`src/rtl/fft_out_reorder.sv`:
```
// Reorders one 16-point FFT frame from bit-reversed to natural bin order through a two-bank ping-pong buffer.
// Latency: bin 0 of a frame is presented the cycle after the frame is captured; 16 beats drain one frame.
// Backpressure: in_ready drops while both banks hold frames; out_ready low stalls the read side with outputs held.
module fft_out_reorder #(
  parameter int DATA_W = 32
) (
  input  logic              clk,
  input  logic              rst,
  input  logic              in_valid,
  input  logic [DATA_W-1:0] in_d0,
  input  logic [DATA_W-1:0] in_d1,
  input  logic [DATA_W-1:0] in_d2,
  input  logic [DATA_W-1:0] in_d3,
  input  logic [DATA_W-1:0] in_d4,
  input  logic [DATA_W-1:0] in_d5,
  input  logic [DATA_W-1:0] in_d6,
  input  logic [DATA_W-1:0] in_d7,
  input  logic [DATA_W-1:0] in_d8,
  input  logic [DATA_W-1:0] in_d9,
  input  logic [DATA_W-1:0] in_d10,
  input  logic [DATA_W-1:0] in_d11,
  input  logic [DATA_W-1:0] in_d12,
  input  logic [DATA_W-1:0] in_d13,
  input  logic [DATA_W-1:0] in_d14,
  input  logic [DATA_W-1:0] in_d15,
  output logic              in_ready,
  output logic              out_valid,
  input  logic              out_ready,
  output logic [DATA_W-1:0] out_data,
  output logic [3:0]        out_idx,
  output logic              out_last
);

  localparam int NPT = 16;

  // Input words gathered into an array; array index is the bit-reversed frequency bin
  logic [DATA_W-1:0] in_w [NPT];

  assign in_w[0]  = in_d0;
  assign in_w[1]  = in_d1;
  assign in_w[2]  = in_d2;
  assign in_w[3]  = in_d3;
  assign in_w[4]  = in_d4;
  assign in_w[5]  = in_d5;
  assign in_w[6]  = in_d6;
  assign in_w[7]  = in_d7;
  assign in_w[8]  = in_d8;
  assign in_w[9]  = in_d9;
  assign in_w[10] = in_d10;
  assign in_w[11] = in_d11;
  assign in_w[12] = in_d12;
  assign in_w[13] = in_d13;
  assign in_w[14] = in_d14;
  assign in_w[15] = in_d15;

  // Ping-pong storage and its bookkeeping; occupancy of both banks is the whole state machine
  logic [DATA_W-1:0] bank_q [2][NPT];
  logic [1:0]        full_q, full_d;
  logic              wr_bank_q, wr_bank_d;
  logic              rd_bank_q, rd_bank_d;
  logic [3:0]        cnt_q, cnt_d;

  logic              wr_fire;
  logic              rd_fire;
  logic              rd_done;
  logic [3:0]        rd_addr;

  // Swap the four index bits: natural bin k lives at bit-reversed slot
  function automatic logic [3:0] bitrev4(input logic [3:0] v);
    return {v[0], v[1], v[2], v[3]};
  endfunction

  // A frame is taken only when the bank it would land in is empty
  assign wr_fire = in_valid & ~full_q[wr_bank_q];
  // A beat leaves whenever the read bank holds data and downstream takes it
  assign rd_fire = full_q[rd_bank_q] & out_ready;
  assign rd_done = rd_fire & (cnt_q == 4'd15);

  // Outputs come straight from registers, so a freed bank is only visible the following cycle
  assign in_ready  = ~full_q[wr_bank_q];
  assign out_valid = full_q[rd_bank_q];
  assign out_idx   = cnt_q;
  assign out_last  = out_valid & (cnt_q == 4'd15);
  assign rd_addr   = bitrev4(cnt_q);
  assign out_data  = out_valid ? bank_q[rd_bank_q][rd_addr] : '0;

  // Next-state for bank occupancy, bank pointers and beat counter
  always_comb begin
    full_d    = full_q;
    wr_bank_d = wr_bank_q;
    rd_bank_d = rd_bank_q;
    cnt_d     = cnt_q;
    // Write and drain can never address the same bank: one needs it empty, the other full
    if (wr_fire) begin
      full_d[wr_bank_q] = 1'b1;
      wr_bank_d         = ~wr_bank_q;
    end
    if (rd_fire) begin
      cnt_d = cnt_q + 4'd1;
    end
    if (rd_done) begin
      cnt_d             = 4'd0;
      full_d[rd_bank_q] = 1'b0;
      rd_bank_d         = ~rd_bank_q;
    end
  end

  // Control registers; reset discards any frame in flight
  always_ff @(posedge clk or negedge rst) begin
    if (!rst) begin
      full_q    <= 2'b00;
      wr_bank_q <= 1'b0;
      rd_bank_q <= 1'b0;
      cnt_q     <= 4'd0;
    end else begin
      full_q    <= full_d;
      wr_bank_q <= wr_bank_d;
      rd_bank_q <= rd_bank_d;
      cnt_q     <= cnt_d;
    end
  end

  // Frame capture: all 16 words land in the write bank in one cycle
  always_ff @(posedge clk or negedge rst) begin
    if (!rst) begin
      for (int b = 0; b < 2; b++) begin
        for (int i = 0; i < NPT; i++) begin
          bank_q[b][i] <= '0;
        end
      end
    end else if (wr_fire) begin
      for (int i = 0; i < NPT; i++) begin
        bank_q[wr_bank_q][i] <= in_w[i];
      end
    end
  end

endmodule
```
`config.mk`:
```
export PLATFORM = sky130hd
export DESIGN_NAME = fft_out_reorder
export DESIGN_NICKNAME = d
export VERILOG_FILES = /design/src/rtl/fft_out_reorder.sv
export SDC_FILE = /design/constraint.sdc
export NUM_CORES = 2
export LEC_CHECK = 0
export CORE_ASPECT_RATIO = 0.5
export CORE_MARGIN = 2
export CORE_UTILIZATION = 60
export CTS_BUF_LIST = sky130_fd_sc_hd__clkbuf_8
export CTS_CLUSTER_DIAMETER = 60
export DETAILED_ROUTE_END_ITERATION = 10
export GPL_ROUTABILITY_DRIVEN = 0
export MAX_ROUTING_LAYER = met4
export PLACE_DENSITY = 0.85
export RECOVER_POWER = 100
export SYNTH_ARGS = -nofsm -noshare
export SYNTH_HDL_FRONTEND = slang
export SYNTH_SLANG_ARGS = --single-unit
```
`constraint.sdc`:
```
create_clock -name clk -period 5.35 [get_ports clk]
set_clock_uncertainty 0.1 [all_clocks]
set_input_delay 1.07 -clock clk [delete_from_list [all_inputs] [get_ports clk]]
set_output_delay 1.07 -clock clk [all_outputs]
set_load 0.005 [all_outputs]
```
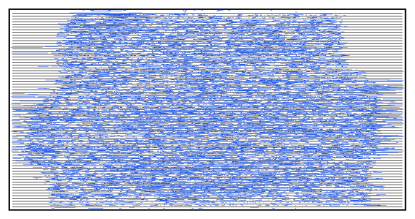
met1.png
Scale: 1 px per um. Supply wires on this layer in gray.
main direction	horizontal
longest straight run	91.5 um
share of all routed wire	37%
Post-Route WL: 138000 um
DR vias: 33520
met1 Use GR: 0.4416

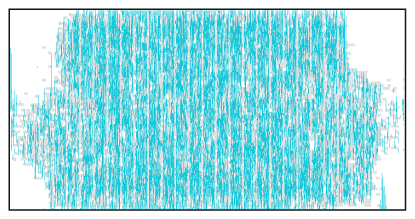
met2.png
Scale: 1 px per um.
wire length on this layer	65.7 mm
nets with wire on the layer	4381
share of all routed wire	48%
longest straight run	86.5 um
main direction	vertical
met2 usage: 0.5421

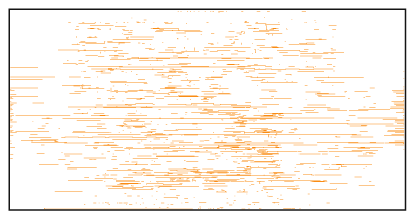
met3.png
Scale: 1 px per um.
wire length on this layer	10700 um
nets with wire on the layer	569
longest straight run	199 um
main direction	horizontal
share of all routed wire	7.8%
GRT met3 Usage: 0.07551

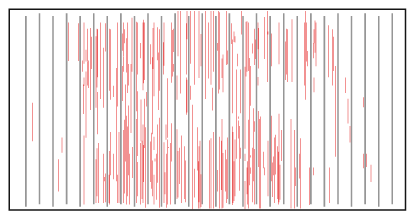
met4.png
Scale: 1 px per um. Supply wires on this layer in gray.
main direction	vertical
nets with wire on the layer	210
wire length on this layer	11200 um
share of all routed wire	8.1%
longest straight run	127 um

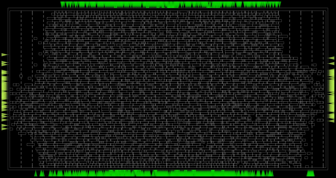
final_placement.png
Non-Filler Instances: 5510
core area: 75330 um2
flop count: 1032

==> results.json <==
{
  "drv_slew": 1263,
  "yosys_warnings": 0,
  "die_h_um": 199.4,
  "synth_async_sr_flop_share": 1.000,
  "cp-end-kind": "output pin",
  "path_cells": "buf_12 > mux4_2 > a22oi_1 > nand4_1 > clkdlybuf4s50_1",
  "ios": 555,
  "clock_latency_ps": 780,
  "cts_root_buf": "clkbuf_8",
  "post-dp-hpwl_um": 95130,
  "min_from": "bank_q[716]",
  "seq_area_frac_synth": 0.5639,
  "cp_data_arrival_time_ps": 4180,
  "tritoncts": "done",
  "syn_area_um2": 45790,
  "xor_area_frac": 0.0001913,
  "max-cap-violations": 14,
  "period_used_share": 1.000,
  "cts.clk_slew.worst_paths_ps": 70,
  "grt_pass1_wl_um": 207800,
  "critPathTopFamily": "buffers and inverters",
  "warnings": 44,
  "port_buffers": 554,
  "start_kind": "flop",
  "cp_max_fo": 54,
  "r2r-end": "bank_q[637]",
  "cpPeakStageDelay_ps": 920,
  "cts_buffers": 144,
  "hold_buffers": 0,
  "drive_gt1_frac": 0.2423,
  "antenna_found_initial": 46,
  "ys_chip_area_um2": 45790,
  "power.density_nw_per_um2": 588.9,
  "top_logic_kind": "multiplexers",
  "flop_cell": "dfrtp_1",
  "critPathRequiredTime_ps": 4180,
  "cts.sinks": 1032,
  "tightestPinTransition_ps": 3910,
  "largest_area_cell": "dfrtp_1",
  "setup_viol": 1,
  "grt_use_total": 0.3631,
  "grt_max_degree": 132,
  "min_path_cells": 2,
  "fmax_mhz": 186.9,
  "edf_count": 0,
  "dpl_cell_area_um2": 52480,
  "drc": 0,
  "holdCritPathClass": "reg2reg",
  "top_cell_area_share": 0.5639,
  "nets": 4848,
  "drtAntennaViolNets": 0,
  "grt_pass1_vias": 35400,
  "synth_nets": 4310,
  "fin_ws_ps": -0.2456,
  "grt.overflow.total": 0,
  "min_period_ps": 5350,
  "simple_gate_share": 0.1346,
  "area_delta_synth_final_pct": 20.95,
  "tns_ps": -0.2456,
  "crit_slowest_cell": "dfrtp_4",
  "cts_buffer_depth": 3,
  "violations": "max-capacitance violations, max-slew violations, negative setup slack",
  "power.total_mw": 32.62,
  "ys_sh_adder": 0.0002732,
  "top_cell": "nand2_1",
  "ys.flops": 1032,
  "synthAoiAreaFrac": 0.02180,
  "final_area_um2": 55390,
  "drt_iter0_drc": 3653,
  "muxShareOfSynthArea": 0.2526,
  "outcome": "finished, violations left",
  "ir_drop_mv": 0.3052,
  "topCellsByArea": "dfrtp_1, nand2_1, mux2_2",
  "path_class": "reg2out",
  "fp_util": 0.6079,
  "path_buffers": 2,
  "post_drt_via_cell_ratio": 6.084,
  "slew_headroom": -1.606,
  "reg2reg_depth": 5,
  "leakage_nw": 25.59,
  "common_cells": "nand2_1, dfrtp_1, mux2_2",
  "hold_violations": 0,
  "ys_cells": 3793,
  "first_pass_iters": 5
}
-- worst min-delay path, stage by stage, from the launching register on --
cell and delay [ps]:
dfrtp_1 340, nand2_1 50, nand2_1 50
-- area by class of cell --
type / count / area (um2)
Clock buffer: 183 / 2519
Inverter: 1 / 3.754
Tap cell: 1022 / 1279
Sequential cell: 1032 / 25840
Multi-Input combinational cell: 2511 / 18810
Fill cell: 4610 / 19940
Clock inverter: 72 / 506.7
Timing Repair Buffer: 641 / 6311
Antenna cell: 48 / 120.1
-- logic make-up after synthesis --
logic type,after synthesis
and+or+nand+nor,1604
DFF,1032
muxes,771
buffers and inverters,250
AOI/OAI and AO/OA,134
xor gates and xnor gates,1
adders and majority gates,1
-- per-stage QoR --
stage	std cells	setup WS, ps	util
after global routing	5509	-134.0	0.7352
after global placement	5206	843.5	0.6966
final	5510	-0.2456	0.7353
after detailed placement	5206	812.9	0.6966
after floorplan	3793	2532	-
after CTS	5461	28.31	0.7368
-- cell usage in the layout (no fill, tap or decap), types with 7 or more instances in the layout --
master,Yosys,routed
clkbuf_8,0,183
nand2_1,1548,1547
clkdlybuf4s50_1,0,534
inv_1,0,34
a22oi_1,128,126
clkinv_2,0,21
mux2_2,513,510
clkbuf_2,0,17
clkbuf_1,83,14
dlygate4sd3_1,0,19
dfrtp_1,1032,1029
buf_12,0,17
buf_4,7,32
diode_2,0,48
clkbuf_4,0,7
nand4_1,32,32
mux4_2,256,256
-- how the worst max path moves through the flow --
stage,endpoint,slack [ps],depth (start not counted)
finish,out_data[4],-0.2,5
global placement,out_data[5],840,6
global route,out_data[4],-130,5
floorplan,out_data[19],2530,7
CTS,out_data[17],30,7
detailed placement,out_data[5],810,6
-- power by group --
part	total, mW	switching [mW]	leakage, nW	internal, mW
sequential	13.8	2.25	12.7	11.6
clock	6.51	3.12	1.69	3.38
combinational	12.3	5.82	11.2	6.48
-- metal layers --
metal  up-vias  share of wire  wire [um]  GRT usage
met1     17100           0.37      50420     0.4416
met4         0          0.081      11170     0.2793
met5         -              0          0          -
met2      1766           0.48      65660     0.5421
met3       516          0.078      10710    0.07551
li1      14150              -          -          -
-- flip-flops by register name, summed over array words and instances (netlist names) --
register,cells
rd_bank_q,1
bank_q,1024
wr_bank_q,1
out_idx,4
full_q,2
-- repair_timing --
item,4_1_cts,5_1_grt
buffers inserted,0,1
setup endpoints to repair,1,7
gates resized,1,2
No activity file was given, so power comes from the tool's default toggle rates.
